### src/rtl/flash_rd_seq.sv
// Flash array read sequencer: fetches 128-bit lines and streams bytes on a valid/ready port.
// Optional FLASH_RD_ABORT_EN adds rd_abort to cancel an in-flight read.
module flash_rd_seq #(
  parameter int unsigned ANA_SETUP = 2,  // >= 1
  parameter int unsigned EQ_CYC    = 2,  // >= 1
  parameter int unsigned RD_WAIT   = 6   // >= EQ_CYC, >= 5
) (
  input  logic         clkm,
  input  logic         rst_n,
  input  logic         rd_req,
  input  logic [21:0]  rd_addr,
  input  logic [8:0]   rd_len,
  output logic         rd_ack,
  output logic         rd_busy,
  output logic         rd_done,
  output logic         analog_on,
  output logic         eq,
  output logic [21:0]  mem_addr,
  input  logic [127:0] mem_data,
  output logic         byte_valid,
  input  logic         byte_ready,
`ifdef FLASH_RD_ABORT_EN
  input  logic         rd_abort,
`endif
  output logic [7:0]   byte_data
);

  typedef enum logic [2:0] {StIdle, StPwrup, StEq, StWait, StStream, StDone} state_e;

  localparam logic [7:0] LpAnaLast = 8'(ANA_SETUP - 1);
  localparam logic [7:0] LpEqCyc   = 8'(EQ_CYC);
  localparam logic [7:0] LpRdWait  = 8'(RD_WAIT);

  state_e       r_state;
  logic [7:0]   r_cnt;
  logic [17:0]  r_line_addr;
  logic [3:0]   r_idx;
  logic [8:0]   r_rem;
  logic [127:0] r_line;
  logic         r_ack;
  logic         r_busy;
  logic         r_done;
  logic         r_ana;
  logic         r_eq;
  logic         r_valid;
  logic [7:0]   r_data;

  logic         w_abort;
  logic         w_hs;
  logic [3:0]   w_idx_nxt;
  logic [7:0]   w_cap_byte;
  logic [7:0]   w_nxt_byte;

`ifdef FLASH_RD_ABORT_EN
  assign w_abort = rd_abort;
`else
  assign w_abort = 1'b0;
`endif

  assign w_hs       = r_valid & byte_ready;
  assign w_idx_nxt  = r_idx + 4'd1;
  assign w_cap_byte = mem_data[{r_idx, 3'b000} +: 8];
  assign w_nxt_byte = r_line[{w_idx_nxt, 3'b000} +: 8];

  always_ff @(posedge clkm or negedge rst_n) begin
    if (!rst_n) begin
      r_state     <= StIdle;
      r_cnt       <= '0;
      r_line_addr <= '0;
      r_idx       <= '0;
      r_rem       <= '0;
      r_line      <= '0;
      r_ack       <= 1'b0;
      r_busy      <= 1'b0;
      r_done      <= 1'b0;
      r_ana       <= 1'b0;
      r_eq        <= 1'b0;
      r_valid     <= 1'b0;
      r_data      <= '0;
    end else begin
      r_ack  <= 1'b0;
      r_done <= 1'b0;
      if (w_abort && (r_state != StIdle)) begin
        // Abort beats any handshake in the same cycle: no rd_done.
        r_state <= StIdle;
        r_busy  <= 1'b0;
        r_ana   <= 1'b0;
        r_eq    <= 1'b0;
        r_valid <= 1'b0;
      end else begin
        unique case (r_state)
          StIdle: begin
            if (rd_req) begin
              r_state     <= StPwrup;
              r_ack       <= 1'b1;
              r_busy      <= 1'b1;
              r_ana       <= 1'b1;
              r_line_addr <= rd_addr[21:4];
              r_idx       <= rd_addr[3:0];
              r_rem       <= (rd_len == 9'd0) ? 9'd256 : rd_len;
              r_cnt       <= '0;
            end
          end
          StPwrup: begin
            if (r_cnt == LpAnaLast) begin
              r_state <= StEq;
              r_cnt   <= '0;
            end else begin
              r_cnt <= r_cnt + 8'd1;
            end
          end
          // r_cnt counts edges since eq rose; count 0 is the rise edge itself.
          StEq, StWait: begin
            r_cnt <= r_cnt + 8'd1;
            if (r_cnt == 8'd0) begin
              r_eq <= 1'b1;
            end
            if (r_cnt == LpEqCyc) begin
              r_eq    <= 1'b0;
              r_state <= StWait;
            end
            if (r_cnt == LpRdWait) begin
              r_eq    <= 1'b0;
              r_line  <= mem_data;
              r_data  <= w_cap_byte;
              r_valid <= 1'b1;
              r_state <= StStream;
            end
          end
          StStream: begin
            if (w_hs) begin
              r_rem <= r_rem - 9'd1;
              if (r_rem == 9'd1) begin
                r_valid <= 1'b0;
                r_done  <= 1'b1;
                r_state <= StDone;
              end else if (r_idx == 4'hF) begin
                // Line exhausted: refetch next line with the array still powered.
                r_idx       <= '0;
                r_line_addr <= r_line_addr + 18'd1;
                r_valid     <= 1'b0;
                r_cnt       <= '0;
                r_state     <= StEq;
              end else begin
                r_idx  <= w_idx_nxt;
                r_data <= w_nxt_byte;
              end
            end
          end
          StDone: begin
            r_state <= StIdle;
            r_busy  <= 1'b0;
            r_ana   <= 1'b0;
          end
          default: r_state <= StIdle;
        endcase
      end
    end
  end

  assign rd_ack     = r_ack;
  assign rd_busy    = r_busy;
  assign rd_done    = r_done;
  assign analog_on  = r_ana;
  assign eq         = r_eq;
  assign mem_addr   = {r_line_addr, 4'h0};
  assign byte_valid = r_valid;
  assign byte_data  = r_data;

endmodule
### config.mk
export PLATFORM = sky130hd
export DESIGN_NAME = flash_rd_seq
export DESIGN_NICKNAME = d
export VERILOG_FILES = /design/src/rtl/flash_rd_seq.sv
export SDC_FILE = /design/constraint.sdc
export NUM_CORES = 1
export LEC_CHECK = 0
export ABC_AREA = 1
export CAP_MARGIN = 30
export CORE_MARGIN = 5
export CORE_UTILIZATION = 30
export CTS_CLUSTER_DIAMETER = 120
export CTS_CLUSTER_SIZE = 24
export DETAILED_ROUTE_END_ITERATION = 10
export SLEW_MARGIN = 20
export SYNTH_ARGS = -nofsm -noshare
export SYNTH_HDL_FRONTEND = slang
export SYNTH_SLANG_ARGS = --single-unit
export TNS_END_PERCENT = 1
### constraint.sdc
create_clock -name clkm -period 5.2 [get_ports clkm]
set_input_delay 0.52 -clock clkm [delete_from_list [all_inputs] [get_ports clkm]]
set_output_delay 0.52 -clock clkm [all_outputs]
set_load 0.05 [all_outputs]
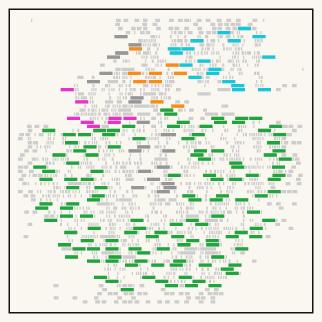
Run 1: where the registers sit
Scale: 1.5 px per um. Other sequential cells in the stronger gray, the rest of the logic in the fainter gray.
- orange: `r_rem` (flops 9; where top center)
- magenta: `r_cnt` (flops 8)
- cyan: `r_line_addr` (flops 18)
- green: `r_line` (flops 128)

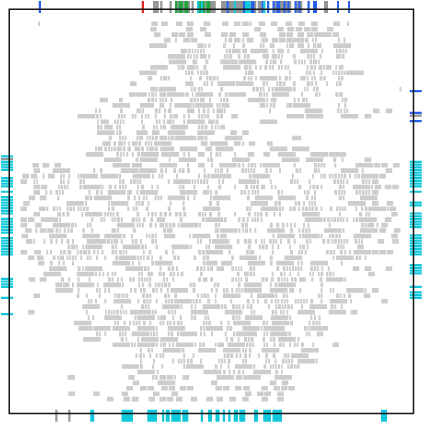
Run 1: ports around the boundary
Scale: 2 px per um. Pins as bars across the die edge, other pins in gray.
- red: `eq` (pins 1; direction output; edge top)
- blue: `mem_addr` (pins 22; direction output; edge 19 top, 3 right)
- green: `rd_len` (pins 9; direction input; edge top)
- cyan: `mem_data` (pins 128; direction input; edge 50 bottom, 36 left, 35 right, 7 top)
- all pins by edge: 71 top, 52 bottom, 39 right, 37 left

==> GITHUB_STEP_SUMMARY, run 1 <==
### Yosys + OpenROAD results

| Metric | Value |
|---|---|
| Status | `complete, no violations` |
| Peak supply drop | `0.225 mV` |
| Pin count of the biggest net entering global routing | `between 200 and 250` |
| Final non-filler cell area | `13800 sq um` |
| Non-Clock Inverter Count | `approximately 180` |
| Worst setup path category | `reg2reg` |
| Logic area | `5230 sq um` |
| Top cell type by instance count after synthesis | `nand2_1` |
| Die H | `201 um` |
| Maximum clock frequency | `roughly 330 MHz` |
| Area share of the leading cell type in the synthesized netlist | `0.417` |
| Placed Cells incl. Taps | `2205` |
| CP Buf/Inv Count | `1` |
| Cell-by-cell trace of the critical path | `ha_1 -> clkinv_1 -> nand3_1 -> nand3_1 -> nand3_1 -> nand3_1 -> nand3_1 -> nand2_1` |
| Reg-to-reg setup timing slack | `2.17 ns` |
| Library cell occupying the most area in the post-synthesis netlist | `dfrtp_1` |
| Critical-path maximum fanout | `90` |
| Total of buffers placed on input and output ports | `194` |
| Average routed wire per standard cell | `16.5 um` |
| NonClk Buf Share | `0.151` |
| Via count of the first global-routing pass | `10500` |
| Maximum buffer depth of the clock tree | `2` |
| Clock Network Area Fraction | `0.0458` |
| CTS HTree Levels | `4` |
| Cell with the most instances on the worst path | `nand3_1` |
| Most frequent logic cell in the layout | `nand2_1` |
| Tapcells | `468` |
| Number of cell instances on the worst register-to-register path | `8` |
| Cts repair resizes | `0` |
| Post-place setup slack | `2.20 ns` |
| Count of hold buffers inserted by post-cts repair | `0` |
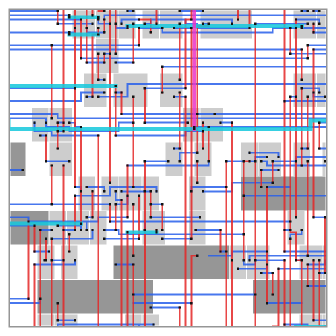
Run 1: close-up of the layout
Window x 88 to 113, y 48 to 73 um. Cells in gray, sequential cells in the stronger gray; small squares are vias.
- magenta: metal 4
- red: metal 2
- cyan: metal 3
- blue: metal 1
- most frequent: nand2_1 (16), nand3_1 (13), dfrtp_1 (4)
- netlist names of flops here include: `r_line` (4)
- sequential cells in the window: 4
- cells with their middle in the window: 44

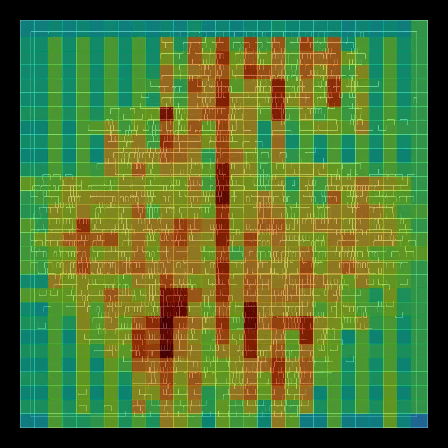
Run 1: routing congestion
met1 capacity usage during global routing: 0.249
layer with the highest usage: met2
Global Route Usage Sum: 0.181

run 1: registers in the layout (all words and copies together) (netlist names):
register / count
r_line: 128
r_line_addr: 18
r_rem: 9
byte_data: 8
r_cnt: 8
r_idx: 4
r_state: 3
analog_on: 1
byte_valid: 1
eq: 1
rd_ack: 1
rd_done: 1
run 1: power breakdown:
group	switching, W	leakage, nW	internal [W]
logic	0.000119	4.39	0.000132
registers	0.00000365	1.77	0.00142
clock network	0.000615	0.303	0.000826
total	0.000738	6.46	0.00238
run 1: routing by layer:
layer / global-route usage / vias to the layer above / routed length (um)
li1: - / 5341 / -
met1: 0.249 / 5097 / 16800
met2: 0.291 / 330 / 17500
met3: 0.0276 / 45 / 1940
met4: 0.0623 / 0 / 842
met5: 0 / - / 0
## Run 2: what changed since run 1
==> constraint.sdc (replaced) <==
create_clock -name clkm -period 2.97 [get_ports clkm]
set_input_delay 0.297 -clock clkm [delete_from_list [all_inputs] [get_ports clkm]]
set_output_delay 0.297 -clock clkm [all_outputs]
set_load 0.05 [all_outputs]
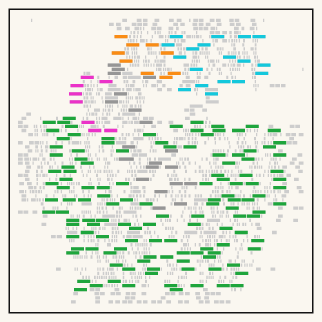
Run 2: where the registers sit
Scale: 1.5 px per um. Other sequential cells in the stronger gray, the rest of the logic in the fainter gray.
- green: `r_line` (flops 128)
- magenta: `r_cnt` (flops 8)
- orange: `r_rem` (flops 9; where top center)
- cyan: `r_line_addr` (flops 18)
- not colored: 20

==> run 2 against run 1 <==
Against the previous run: area after synthesis unchanged; clock skew increased by 0.0016 ns; largest cell class unchanged; sequential power increased by 75%; routed wire length decreased by 0.35%; hold slack got worse by 0.14 ns; sequential share of layout area decreased by 0.11 points; fmax increased by 30%; critical endpoint is now byte_data[7]$_DFFE_PN0P_; flip-flop count unchanged.
==> GITHUB_STEP_SUMMARY, run 2 <==
### Yosys + OpenROAD results

| Metric | Value |
|---|---|
| Number of cell instances on the worst register-to-register path | `9 (+1)` |
| Placed Cells incl. Taps | `2217 (+0.54%)` |
| Fraction of met2 tracks used by global routing | `0.282 (-0.00833)` |
| Metal1 wirelength | `16.9 mm (+0.61%)` |
| Global Route Usage Sum | `0.179 (-0.00151)` |
| CTS HTree Levels | `4 (unchanged)` |
| Pin count of the biggest net entering global routing | `227 (unchanged)` |
| Largest register by flop count | `r_line` |
| Cts repair resizes | `0 (unchanged)` |
| Status | `complete, no violations` |
| Maximum clock frequency | `427 MHz (+30%)` |
| Highest routing layer actually used | `met4` |
| Final non-filler cell area | `13900 sq um (+0.34%)` |
| Worst setup path category | `reg2reg` |
| Layer with the highest usage | `met2` |
| Peak supply drop | `0.381 mV (+69%)` |
| Library cell occupying the most area in the post-synthesis netlist | `dfrtp_1` |
| Count of hold buffers inserted by post-cts repair | `1 (+1)` |
| Die H | `201 um (unchanged)` |
| Reg-to-reg setup timing slack | `0.63 ns (-1.54 ns)` |
==> run 2: area by class of cell <==
cell class	instances	area, sq um	share of cell area
multi-input cells	1169	5230	0.377
flip-flops and latches	183	4580	0.331
repair buffers	217	2200	0.159
inverters	182	683	0.0493
well taps	468	586	0.0422
clock buffers	18	439	0.0317
clock inverters	13	131	0.00948
diodes	3	7.51	0.000542
==> run 2: critical path, stage by stage (launching register included) <==
cell and delay, ns:
dfrtp_1 0.58, inv_1 0.13, nor2_4 0.36, nand2_1 0.30, nand2_1 0.12, nand2_1 0.10, nor2_4 0.26, inv_1 0.22
nand2_1 0.09, nand2_1 0.06
==> run 2: report_power, final <==
part | internal [W] | switching, W
clock | 0.00114 | 0.00113
combinational | 0.000229 | 0.000202
sequential | 0.00249 | 0.00000607
total | 0.00386 | 0.00134
Power and IR drop assume default switching activity.
